### Met3 routing

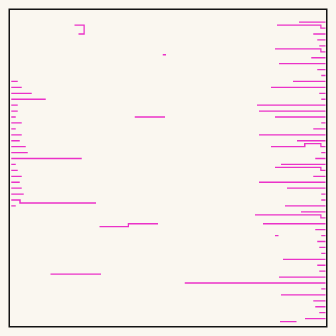
### Pin placement

Pins as bars across the die edge, other pins in gray.
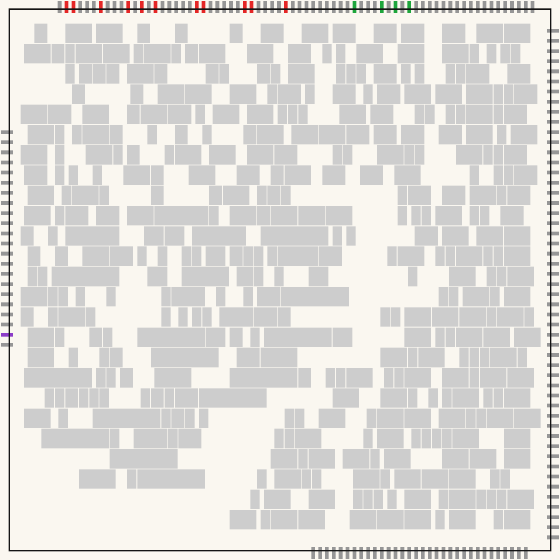
### Placed standard cells

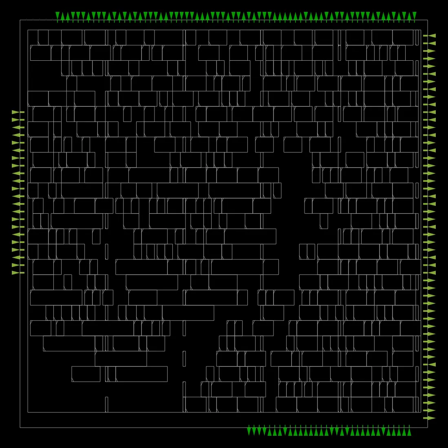
### Clock network drawn from the DEF

The bar under the picture is 20 um long.
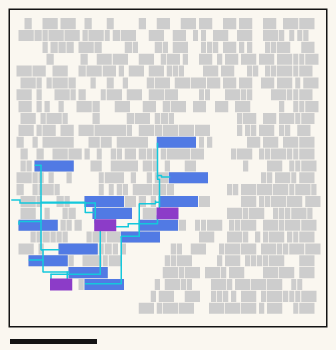
### Cell density map

7 x 7 tiles, from white (low) to dark blue (high), 0 to 100% covered.
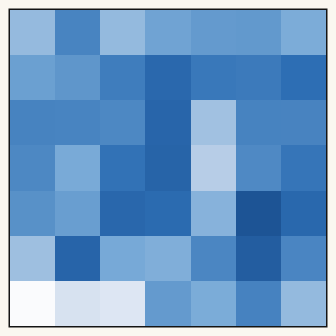
<file path="src/rtl/imem_portb_arbiter.sv">
// imem_portb_arbiter
// Shares IMEM port B between the UART boot write stream and the LSU read window.
// Boot writes win by default. A waiting LSU read is served after at most
// MAX_BOOT_BURST consecutive boot grants. The 1-cycle read latency is tracked
// back to the LSU. boot_active tells the SoC to hold the core while a download runs.
module imem_portb_arbiter #(
    parameter int ADDR_WIDTH     = 11,
    parameter int DATA_WIDTH     = 32,
    parameter int MAX_BOOT_BURST = 16,
    parameter int BOOT_IDLE_CYC  = 64
) (
    input  logic                    clk,
    input  logic                    nrst,
    input  logic                    boot_req,
    input  logic [ADDR_WIDTH-1:0]   boot_addr,
    input  logic [DATA_WIDTH-1:0]   boot_wdata,
    output logic                    boot_gnt,
    input  logic                    lsu_req,
    input  logic [ADDR_WIDTH-1:0]   lsu_addr,
    output logic                    lsu_gnt,
    output logic                    lsu_rvalid,
    output logic [DATA_WIDTH-1:0]   lsu_rdata,
    output logic                    boot_active,
    output logic                    mem_en,
    output logic                    mem_we,
    output logic [DATA_WIDTH/8-1:0] mem_wstrb,
    output logic [ADDR_WIDTH-1:0]   mem_addr,
    output logic [DATA_WIDTH-1:0]   mem_din,
    input  logic [DATA_WIDTH-1:0]   mem_dout
);

    localparam int STRB_W  = DATA_WIDTH / 8;
    localparam int BURST_W = $clog2(MAX_BOOT_BURST + 1);
    localparam int IDLE_W  = (BOOT_IDLE_CYC > 1) ? $clog2(BOOT_IDLE_CYC) : 1;

    localparam logic [BURST_W-1:0] BURST_MAX = BURST_W'(MAX_BOOT_BURST);
    localparam logic [IDLE_W-1:0]  IDLE_LAST = IDLE_W'(BOOT_IDLE_CYC - 1);

    localparam logic ST_IDLE   = 1'b0;
    localparam logic ST_ACTIVE = 1'b1;

    logic               boot_gnt_s;
    logic               lsu_gnt_s;
    logic               burst_lock_s;
    logic [BURST_W-1:0] burst_q, burst_d;
    logic [IDLE_W-1:0]  idle_q,  idle_d;
    logic               state_q, state_d;
    logic               rvalid_q;

    // Grant selection: boot wins unless a waiting LSU read has hit the burst limit.
    always_comb begin
        boot_gnt_s   = 1'b0;
        lsu_gnt_s    = 1'b0;
        burst_lock_s = lsu_req && (burst_q == BURST_MAX);
        if (boot_req && !burst_lock_s) begin
            boot_gnt_s = 1'b1;
        end else if (lsu_req) begin
            lsu_gnt_s = 1'b1;
        end else begin
            boot_gnt_s = 1'b0;
            lsu_gnt_s  = 1'b0;
        end
    end

    assign boot_gnt = boot_gnt_s;
    assign lsu_gnt  = lsu_gnt_s;

    // Port B drive: the granted requester owns the port, otherwise all-zero.
    always_comb begin
        mem_en    = boot_gnt_s | lsu_gnt_s;
        mem_we    = 1'b0;
        mem_wstrb = {STRB_W{1'b0}};
        mem_addr  = {ADDR_WIDTH{1'b0}};
        mem_din   = {DATA_WIDTH{1'b0}};
        if (boot_gnt_s) begin
            mem_we    = 1'b1;
            mem_wstrb = {STRB_W{1'b1}};
            mem_addr  = boot_addr;
            mem_din   = boot_wdata;
        end else if (lsu_gnt_s) begin
            mem_addr  = lsu_addr;
        end else begin
            mem_we    = 1'b0;
        end
    end

    // Burst counter: counts boot grants that made a waiting LSU read wait.
    always_comb begin
        burst_d = burst_q;
        if (!lsu_req || lsu_gnt_s) begin
            burst_d = {BURST_W{1'b0}};
        end else if (boot_gnt_s && (burst_q != BURST_MAX)) begin
            burst_d = burst_q + {{(BURST_W-1){1'b0}}, 1'b1};
        end else begin
            burst_d = burst_q;
        end
    end

    // Boot activity FSM: enter on a boot grant, leave after a run of quiet cycles.
    always_comb begin
        state_d = state_q;
        idle_d  = idle_q;
        case (state_q)
            ST_IDLE: begin
                idle_d = {IDLE_W{1'b0}};
                if (boot_gnt_s) begin
                    state_d = ST_ACTIVE;
                end else begin
                    state_d = ST_IDLE;
                end
            end
            ST_ACTIVE: begin
                if (boot_req) begin
                    idle_d = {IDLE_W{1'b0}};
                end else if (idle_q == IDLE_LAST) begin
                    idle_d  = {IDLE_W{1'b0}};
                    state_d = ST_IDLE;
                end else begin
                    idle_d = idle_q + {{(IDLE_W-1){1'b0}}, 1'b1};
                end
            end
            default: begin
                state_d = ST_IDLE;
                idle_d  = {IDLE_W{1'b0}};
            end
        endcase
    end

    // State registers; an in-flight read is dropped by reset.
    always_ff @(posedge clk or negedge nrst) begin
        if (!nrst) begin
            burst_q  <= {BURST_W{1'b0}};
            idle_q   <= {IDLE_W{1'b0}};
            state_q  <= ST_IDLE;
            rvalid_q <= 1'b0;
        end else begin
            burst_q  <= burst_d;
            idle_q   <= idle_d;
            state_q  <= state_d;
            rvalid_q <= lsu_gnt_s;
        end
    end

    assign boot_active = (state_q == ST_ACTIVE);
    assign lsu_rvalid  = rvalid_q;
    assign lsu_rdata   = rvalid_q ? mem_dout : {DATA_WIDTH{1'b0}};

endmodule

</file>
<file path="config.mk">
export PLATFORM = sky130hd
export DESIGN_NAME = imem_portb_arbiter
export DESIGN_NICKNAME = d
export VERILOG_FILES = /design/src/rtl/imem_portb_arbiter.sv
export SDC_FILE = /design/constraint.sdc
export NUM_CORES = 1
export LEC_CHECK = 0
export ABC_AREA = 1
export ABC_CLOCK_PERIOD_IN_PS = 2350
export CORE_UTILIZATION = 28
export CTS_CLUSTER_SIZE = 8
export DETAILED_ROUTE_END_ITERATION = 16
export GPL_ROUTABILITY_DRIVEN = 1
export PLACE_DENSITY_LB_ADDON = 0.1
export SYNTH_ARGS = -nofsm -noshare
export SYNTH_HDL_FRONTEND = slang
export SYNTH_SLANG_ARGS = --single-unit
export TNS_END_PERCENT = 30
</file>
<file path="constraint.sdc">
create_clock -name clk -period 2.35 [get_ports clk]
set_input_delay 0.47 -clock clk [delete_from_list [all_inputs] [get_ports clk]]
set_output_delay 0.47 -clock clk [all_outputs]
set_load 0.02 [all_outputs]
</file>
==> results.tsv <==
metric	value	unit
outcome	finished, final reports clean	
pwr-share-clk	21.6	%
design.core.area	0.004755	sq mm
grt.total_usage	18.52	%
drive_gt1_share	8.810	%
nNetsFinal	514	
p_leak	1.821	nW
relSlewSlack	61.53	%
wl_per_cell	11.06	um
clock_sinks	13	
vdd_drop_max	0.3264	mV
syn_avg_cell_area	5.633	sq um
postCtsHoldBufs	0	
hp-class	reg2reg	
final_common_cell	clkdlybuf4s50_1	
fill_cells	446	
grt_pass1_wl	7762	um
yosysSeqAreaShare	23.38	%
total_power	0.9126	mW
yosysUniqueCellTypes	19	
hold_slack	503.8	ps
xor_share	3.147	%
dp_worst_setup_slack	-285.9	ps
drv_slew	0	
setup_violations	0	
ioPinCount	175	
antenna_found_initial	0	
syn_area	0.001391	sq mm
cts_root_buf	clkbuf_8	
clk_pin_slew	50	ps
diodes	0	
grt_max_degree	34	
vias	1931	
-- 'Met3 routing' (at the start) --
share of all routed wire	8.3%
wire length on this layer	448 um

-- 'Pin placement' (at the start) --
port	color	pins	direction	edge
mem_addr	red	11	output	north
mem_wstrb	green	4	output	north
clk	purple	1	input	west
all pins by edge	70 north, 51 east, 32 south, 22 west

-- 'Placed standard cells' (at the start) --
row count: 25
TAP cells: 67
Core Util, Final: 66.50%

-- 'Clock network drawn from the DEF' (at the start) --
[flip-flops] blue | count: 13
[clock wires] cyan | length: 187 um
[clock drivers] purple | count: 3
routed clock nets	4

-- 'Cell density map' (at the start) --
emptiest ninth of the die	south-west
fullest tile	86%
mean over tiles	59%
tiles over 75% full	18%

==> layer usage <==
layer | vias up | part of all wire [%] | global-route usage (%)
met3 | 6 | 8.3 | 4.722
met1 | 812 | 41 | 22.85
met2 | 82 | 49 | 32.71
met5 | - | 0 | 0
met4 | 0 | 0.84 | 3.268
li1 | 1031 | - | -
==> area by class of cell <==
class                   count  area, sq um  area share, %
repair buffers            184         1733          54.81
well taps                  67        83.83          2.651
inverters                  77        289.0          9.141
clock buffers               4        45.04          1.425
flip-flops and latches     13        325.3          10.29
multi-input cells         142        685.7          21.69
==> cells in the mapped netlist <==
| library cell | n | area [sq um] |
|---|---|---|
| inv_1 | 76 | 285.3 |
| nand2_1 | 55 | 206.5 |
| nor2_1 | 45 | 168.9 |
| nand3_1 | 23 | 115.1 |
| dfrtp_1 | 13 | 325.3 |
| buf_4 | 8 | 60.06 |
| nand3_2 | 6 | 60.06 |
| clkbuf_1 | 4 | 15.01 |
| ha_1 | 3 | 37.54 |
| xor2_1 | 3 | 26.28 |
| buf_2 | 2 | 10.01 |
| xnor2_1 | 2 | 17.52 |
| a21oi_1 | 1 | 5.000 |
| buf_8 | 1 | 15.01 |
| inv_2 | 1 | 3.750 |
| nand2_4 | 1 | 11.26 |
| nand3_4 | 1 | 17.52 |
| nor2_2 | 1 | 6.260 |
| o21ai_0 | 1 | 5.000 |
==> critical path, delay by kind of cell <==
kind | cells | cell delay [ps]
AND/OR/NAND/NOR | 4 | 300
buffers and inverters | 4 | 1050
==> sequential cells by signal (all words and copies together) (netlist names) <==
name and cells:
idle_q 6, burst_q 5, boot_active 1, lsu_rvalid 1
==> repair_timing <==
item,4_1_cts,5_1_grt
setup endpoints to repair,51,37
pin swaps,0,0
resized,59,23
==> power by group through the flow <==
stage	sequential [mW]	clock [mW]	combinational (mW)
after floorplan	0.242	0	0.202
after global placement	0.240	0	0.515
after detailed placement	0.241	0	0.520
after CTS	0.237	0.209	0.487
after global routing	0.237	0.219	0.514
final	0.237	0.197	0.479
==> cell families after synthesis <==
family                     after synthesis
DFF                                     13
AOI/OAI and AO/OA                        2
xor gates and xnor gates                 5
buffers and inverters                   92
adders and majority gates                3
and+or+nand+nor                        132
==> through the flow <==
stage	TNS (ps)	utilization, %	cell area [sq um]
6_report	0	66.50	3162
5_1_grt	-344.5	66.50	3162
4_1_cts	0	67.53	3211
3_5_place_dp	-11840	67.66	3217
3_3_place_gp	-11270	67.66	3217
2_1_floorplan	0	-	1391
==> worst paths after layout <==
check	from	to	slack (ps)
worst max-delay path	lsu_req	mem_din[15]	40
worst min-delay path	boot_active	boot_active	500
worst max register to register	burst_q[1]	burst_q[2]	970
worst min register to register	boot_active	boot_active	500
max in group asynchronous	nrst	lsu_rvalid	1380
min in group asynchronous	nrst	idle_q[5]	600
Power and IR drop assume default switching activity.
